==> images/power_grid.png <==
(1.5 px per um) Pins as bars on the die edge.
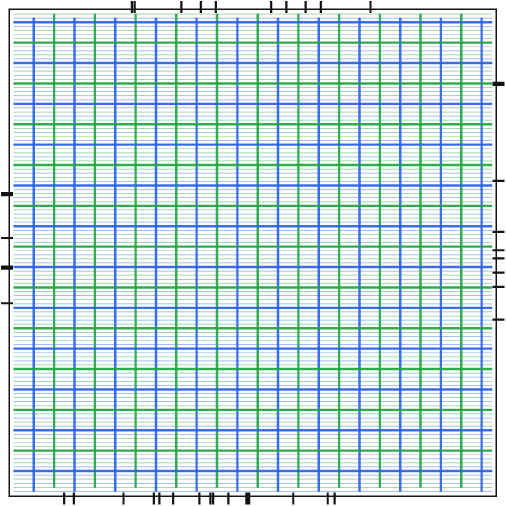
==> images/metal_density.png <==
(1 px per um) The die is cut into 32 by 32 equal tiles; dark purple is low, yellow is high, scaled to the fullest tile. Values are wire area over tile area, all layers added.
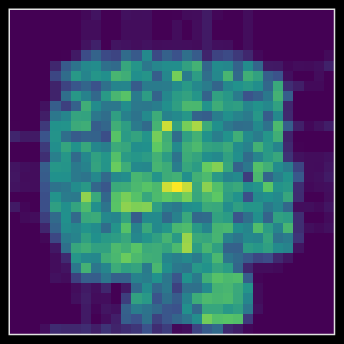
==> images/detail.png <==
Window x 137 to 187, y 202 to 252 um. Cells in gray, sequential cells in the stronger gray; small squares are vias.
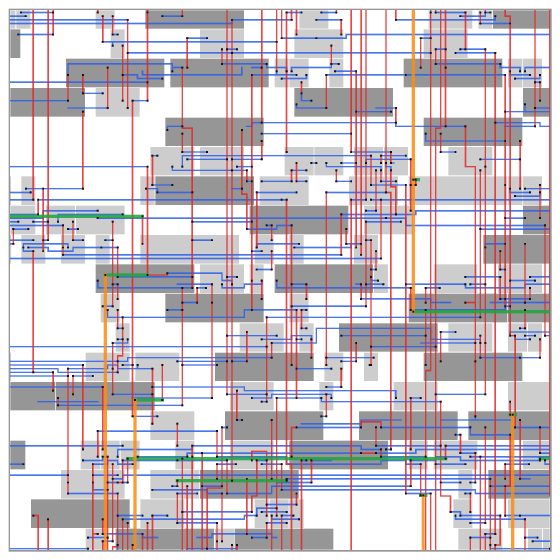
[src/rtl/led_array_pwm_spi.sv]
// led_array_pwm_spi: SPI-configured LED array with per-channel PWM duty and global blink.
// SPI pins are oversampled on i_CLK; frames are 8-bit command + 24-bit data, MSB first.
module led_array_pwm_spi #(
    parameter int unsigned CH_NUM   = 32,
    parameter int unsigned PWM_BITS = 8,
    parameter int unsigned PRESC    = 1
) (
    input  logic              i_CLK,
    input  logic              i_RESET_n,
    input  logic              i_SPI_CLK,
    input  logic              i_SPI_ENA_n,
    input  logic              i_SPI_DATA,
    input  logic              i_ENA_p,
    output logic [CH_NUM-1:0] o_LED,
    output logic              o_FRAME_OK,
    output logic              o_FRAME_ERR,
    output logic              o_BUSY
);

    localparam int unsigned FRAME_BITS = 32;
    localparam int unsigned BCNT_W     = 6;
    localparam int unsigned HALF_W     = 16;
    localparam int unsigned CH_W       = 6;
    localparam int unsigned PRESC_W    = (PRESC > 1) ? $clog2(PRESC) : 1;

    localparam logic [PWM_BITS-1:0] DUTY_MAX  = '1;
    localparam logic [BCNT_W-1:0]   BCNT_FULL = BCNT_W'(FRAME_BITS);
    localparam logic [BCNT_W-1:0]   BCNT_SAT  = BCNT_W'(FRAME_BITS + 1);
    localparam logic [PRESC_W-1:0]  PRESC_TOP = PRESC_W'(PRESC - 1);

    typedef enum logic [1:0] {
        OP_NOP   = 2'b00,
        OP_DUTY  = 2'b01,
        OP_BLINK = 2'b10,
        OP_BCAST = 2'b11
    } op_e;

    typedef struct packed {
        op_e              op;
        logic [CH_W-1:0]  ch;
        logic [23:0]      data;
    } frame_t;

    // SPI pin synchronisers, edge-detect history and registered edge events
    logic sck_s1_q, sck_s1_d, sck_s2_q, sck_s2_d, sck_prev_q, sck_prev_d;
    logic ena_s1_q, ena_s1_d, ena_s2_q, ena_s2_d, ena_prev_q, ena_prev_d;
    logic dat_s1_q, dat_s1_d, dat_s2_q, dat_s2_d, dat_prev_q, dat_prev_d;
    logic sck_rise_q, sck_rise_d, ena_fall_q, ena_fall_d, ena_rise_q, ena_rise_d;

    logic [FRAME_BITS-1:0] sr_q, sr_d;
    logic [BCNT_W-1:0]     bcnt_q, bcnt_d;
    logic                  ok_q, ok_d, err_q, err_d, busy_q, busy_d;

    logic [PWM_BITS-1:0]   stage_q  [CH_NUM];
    logic [PWM_BITS-1:0]   stage_d  [CH_NUM];
    logic [PWM_BITS-1:0]   active_q [CH_NUM];
    logic [PWM_BITS-1:0]   active_d [CH_NUM];

    logic                  blink_en_q, blink_en_d;
    logic [HALF_W-1:0]     half_q, half_d;
    logic [HALF_W-1:0]     per_q, per_d;
    logic                  phase_q, phase_d;
    logic                  blink_wr;

    logic [PRESC_W-1:0]    presc_q, presc_d;
    logic [PWM_BITS-1:0]   cnt_q, cnt_d;
    logic                  step, wrap;
    logic [CH_NUM-1:0]     led_q, led_d;

    frame_t                frame_c;

    assign frame_c = frame_t'(sr_q);

    // Synchronisers and edge detection
    always_comb begin
        sck_s1_d   = i_SPI_CLK;
        sck_s2_d   = sck_s1_q;
        sck_prev_d = sck_s2_q;
        ena_s1_d   = i_SPI_ENA_n;
        ena_s2_d   = ena_s1_q;
        ena_prev_d = ena_s2_q;
        dat_s1_d   = i_SPI_DATA;
        dat_s2_d   = dat_s1_q;
        dat_prev_d = dat_s2_q;
        sck_rise_d = sck_s2_q & ~sck_prev_q;
        ena_fall_d = ~ena_s2_q & ena_prev_q;
        ena_rise_d = ena_s2_q & ~ena_prev_q;
        busy_d     = ~ena_s2_q;
    end

    // Frame assembly, validation and command decode
    always_comb begin
        sr_d       = sr_q;
        bcnt_d     = bcnt_q;
        ok_d       = 1'b0;
        err_d      = 1'b0;
        stage_d    = stage_q;
        blink_en_d = blink_en_q;
        half_d     = half_q;
        blink_wr   = 1'b0;

        if (ena_fall_q) begin
            bcnt_d = '0;
        end
        if (sck_rise_q && !ena_prev_q) begin
            sr_d = {sr_q[FRAME_BITS-2:0], dat_prev_q};
            if (bcnt_d != BCNT_SAT) begin
                bcnt_d = bcnt_d + BCNT_W'(1);
            end
        end

        if (ena_rise_q) begin
            if (bcnt_q != BCNT_FULL) begin
                err_d = 1'b1;
            end else begin
                case (frame_c.op)
                    OP_NOP: begin
                        ok_d = 1'b1;
                    end
                    OP_DUTY: begin
                        if ({1'b0, frame_c.ch} >= 7'(CH_NUM)) begin
                            err_d = 1'b1;
                        end else begin
                            ok_d = 1'b1;
                            for (int k = 0; k < CH_NUM; k++) begin
                                if (frame_c.ch == CH_W'(k)) begin
                                    stage_d[k] = frame_c.data[PWM_BITS-1:0];
                                end
                            end
                        end
                    end
                    OP_BLINK: begin
                        ok_d       = 1'b1;
                        blink_en_d = frame_c.data[0];
                        half_d     = frame_c.data[23:8];
                        blink_wr   = 1'b1;
                    end
                    OP_BCAST: begin
                        ok_d = 1'b1;
                        for (int k = 0; k < CH_NUM; k++) begin
                            stage_d[k] = frame_c.data[PWM_BITS-1:0];
                        end
                    end
                endcase
            end
        end
    end

    // PWM timebase, active-duty reload, blink phase and LED compare
    always_comb begin
        presc_d  = presc_q;
        cnt_d    = cnt_q;
        active_d = active_q;
        per_d    = per_q;
        phase_d  = phase_q;
        led_d    = '0;

        step = (presc_q == PRESC_TOP);
        wrap = i_ENA_p && step && (cnt_q == DUTY_MAX);

        if (!i_ENA_p) begin
            presc_d = '0;
            cnt_d   = '0;
        end else if (step) begin
            presc_d = '0;
            cnt_d   = cnt_q + PWM_BITS'(1);
        end else begin
            presc_d = presc_q + PRESC_W'(1);
        end

        // Reload samples the pre-commit staging value, so a same-cycle commit waits a period
        if (wrap || !i_ENA_p) begin
            active_d = stage_q;
        end

        if (blink_wr || !blink_en_q || (half_q == '0)) begin
            per_d   = '0;
            phase_d = 1'b1;
        end else if (wrap) begin
            if ((per_q + HALF_W'(1)) == half_q) begin
                per_d   = '0;
                phase_d = ~phase_q;
            end else begin
                per_d = per_q + HALF_W'(1);
            end
        end

        for (int k = 0; k < CH_NUM; k++) begin
            led_d[k] = i_ENA_p && phase_q &&
                       ((cnt_q < active_q[k]) || (active_q[k] == DUTY_MAX));
        end
    end

    // State registers; SPI clock/enable history resets to the idle-high level
    always_ff @(posedge i_CLK or negedge i_RESET_n) begin
        if (!i_RESET_n) begin
            sck_s1_q   <= 1'b1;
            sck_s2_q   <= 1'b1;
            sck_prev_q <= 1'b1;
            ena_s1_q   <= 1'b1;
            ena_s2_q   <= 1'b1;
            ena_prev_q <= 1'b1;
            dat_s1_q   <= 1'b0;
            dat_s2_q   <= 1'b0;
            dat_prev_q <= 1'b0;
            sck_rise_q <= 1'b0;
            ena_fall_q <= 1'b0;
            ena_rise_q <= 1'b0;
            sr_q       <= '0;
            bcnt_q     <= '0;
            ok_q       <= 1'b0;
            err_q      <= 1'b0;
            busy_q     <= 1'b0;
            stage_q    <= '{default: '0};
            active_q   <= '{default: '0};
            blink_en_q <= 1'b0;
            half_q     <= '0;
            per_q      <= '0;
            phase_q    <= 1'b1;
            presc_q    <= '0;
            cnt_q      <= '0;
            led_q      <= '0;
        end else begin
            sck_s1_q   <= sck_s1_d;
            sck_s2_q   <= sck_s2_d;
            sck_prev_q <= sck_prev_d;
            ena_s1_q   <= ena_s1_d;
            ena_s2_q   <= ena_s2_d;
            ena_prev_q <= ena_prev_d;
            dat_s1_q   <= dat_s1_d;
            dat_s2_q   <= dat_s2_d;
            dat_prev_q <= dat_prev_d;
            sck_rise_q <= sck_rise_d;
            ena_fall_q <= ena_fall_d;
            ena_rise_q <= ena_rise_d;
            sr_q       <= sr_d;
            bcnt_q     <= bcnt_d;
            ok_q       <= ok_d;
            err_q      <= err_d;
            busy_q     <= busy_d;
            stage_q    <= stage_d;
            active_q   <= active_d;
            blink_en_q <= blink_en_d;
            half_q     <= half_d;
            per_q      <= per_d;
            phase_q    <= phase_d;
            presc_q    <= presc_d;
            cnt_q      <= cnt_d;
            led_q      <= led_d;
        end
    end

    assign o_LED       = led_q;
    assign o_FRAME_OK  = ok_q;
    assign o_FRAME_ERR = err_q;
    assign o_BUSY      = busy_q;

endmodule
[config.mk]
export PLATFORM = sky130hd
export DESIGN_NAME = led_array_pwm_spi
export DESIGN_NICKNAME = d
export VERILOG_FILES = /design/src/rtl/led_array_pwm_spi.sv
export SDC_FILE = /design/constraint.sdc
export NUM_CORES = 1
export LEC_CHECK = 0
export CAP_MARGIN = 20
export CORE_MARGIN = 2
export CORE_UTILIZATION = 30
export CTS_BUF_LIST = sky130_fd_sc_hd__clkbuf_16
export DETAILED_ROUTE_END_ITERATION = 8
export PLACE_DENSITY = 0.54
export SLEW_MARGIN = 20
export SYNTH_ARGS = -nofsm -noshare
export SYNTH_HDL_FRONTEND = slang
export SYNTH_SLANG_ARGS = --single-unit
[constraint.sdc]
create_clock -name i_CLK -period 7.9 [get_ports i_CLK]
set_clock_uncertainty 0.05 [all_clocks]
set_input_delay 1.58 -clock i_CLK [delete_from_list [all_inputs] [get_ports i_CLK]]
set_output_delay 1.58 -clock i_CLK [all_outputs]
set_load 0.05 [all_outputs]
==> impl_metrics.csv <==
group,metric,value,unit
sta,rsz0062_at_grt,"false",
placement,hpwl,40100,um
pwr,intPower,5.41,mW
placement,place_congestion,0.757,
sta,worst_slew_pin_slew,1120,ps
global_routing,use_met1,19.4,%
final_layout,nNonClkInverters,228,
worst_setup_path,reg2reg_depth,8,
sta,setup_ws,4310,ps
floorplan,core-area,102000,um^2
sta,slew_violations,0,
worst_setup_path,critical_path_required,8340,ps
route,drt_iter0_drc,997,
synth,synth.logic.top_family,"multiplexers",
route,firstDrtPassIters,5,
worst_hold_path,hp-start,"ena_s1_q$_DFF_PN1_",
final_layout,comb_share,38.3,%
global_routing,grt_max_degree,172,
floorplan,fp_util,30.2,%
final_layout,seq_area,16000,um^2
route,routedWlPerCell,17.2,um
synth,synth_seq_share,52.2,%
route,vias_per_cell,4.72,
synth,syn_area,30700,um^2
worst_setup_path,cp-end-kind,"register",
final_layout,nMultiInputCombCells,1736,
global_routing,grt_pass1_vias,19700,
synth,top_cell_area_share,51.6,%
cts,post_cts.repair.setup_buffers,0,
final_layout,ff_count,639,
route,vias,19700,
worst_setup_path,crit_fanout,72,
pwr,top_power_group,"sequential cells",
final_layout,fin_cells,4173,
pwr,clock_power,3.33,mW
pwr,p_switching,1.99,mW
floorplan,row_count,117,
synth,top_cell,"dfrtp_1",
synth,mux_share,12.5,%
worst_setup_path,crit_slowest_cell,"buf_4",
final_layout,num-clock-buffers,75,
synth,yosys_area,30700,um^2
cts,clock.latency.late_pin,620,ps
synth,topCellsByArea,"dfrtp_1 (52%), mux2_2 (12%), ha_1 (9.3%)",
final_layout,sh_seq_area,45.8,%
worst_setup_path,crit_type,"register to register",
route,wl,71600,um
pwr,pwr-share-seq,47.9,%
worst_setup_path,reg2reg_slack,4310,ps
global_routing,antenna_found_initial,1,
cts,clock-sinks,639,
route,topRoutingLayerUsed,"met4",
pwr,finalPower,7.41,mW
final_layout,fin_util,34.4,%
synth,xor_area_share,0.714,%
pwr,comb_power_share,7.2,%
final_layout,diodes,1,
synth,synth_cell_type_count,56,
sta,slew_headroom,24.7,%
synth,ys_async_sr_fraction,100,%
sta,finalCriticalPeriod,3590,ps
synth,synthAoiAreaFrac,11.4,%
global_routing,gr-total-overflow,0,
sta,fmax,279,MHz
synth,yosys_warnings,0,
worst_setup_path,startpoint,"cnt_q[0]$_DFF_PN0_",
cts,clock-root-buffer,"clkbuf_16",
final_layout,buf_share,1.86,%
synth,simple_gate_share,9.62,%
worst_setup_path,worst-path-stages,8,
floorplan,ios,41,
synth,enable_flop_cells,0,
final_layout,n_all_buffers,66,
final_layout,layout.cells.most_common,"dfrtp_1",
final_layout,clkCellAreaFrac,6.69,%
final_layout,final_cell_mix,"dfrtp_1 (616), mux2_2 (336), o21ai_0 (295), nand2_1 (284), inv_1 (241)",
synth,avgSynthCellArea,11.3,um^2
global_routing,grt.busiest_layer,"met2",
final_layout,largest_cell_class,"sequential cells",
cts,cts.repair.resized,0,
placement,post-place-ws,3780,ps
pwr,p_sw_share,26.9,%
pwr,power_density,212,nW/um^2
run_status,outcome,"finished, final reports clean",
global_routing,grtUsageTotal,14.0,%
final_layout,final-comb-area,13400,um^2
job,drv_cap,0,
cts,cts_tree,"done",
worst_setup_path,reg2reg_from,"cnt_q[0]$_DFF_PN0_",
global_routing,grt_first_pass_wirelength,115000,um
cts,clk_path_buf_depth,3,
global_routing,grt.met2_usage,23.0,%
final_layout,nFillCells,10200,
cts,clkTransAtPathRegs,50,ps
final_layout,area_growth,14.0,%
worst_setup_path,slowest_delay,640,ps
synth,yosysCellCount,2721,
Notes on power_grid.png above:
green -> VDD
blue -> VSS
rows = 117
met4 straps = 23
met1 rails = 118
met5 straps = 23
signal pins = 41
maximum vdd ir drop: 119 uV
Die H: 324 um
Chip Width: 324 um

Notes on metal_density.png above:
fullest tile = 0.37
tiles over half the peak = 26%
mean over tiles = 0.11
nearly empty tiles = 27%
densest ninth of the die = center

Notes on detail.png above:
orange -> metal 4
green -> metal 3
red -> metal 2
blue -> metal 1
most frequent = dfrtp_1 (29), mux2_2 (18)
cells with their middle in the window = 111
netlist names of flops here include = stage_q (16), active_q (12)
sequential cells in the window = 29

Power figures rest on the tool's default switching activity, not on a simulated workload.
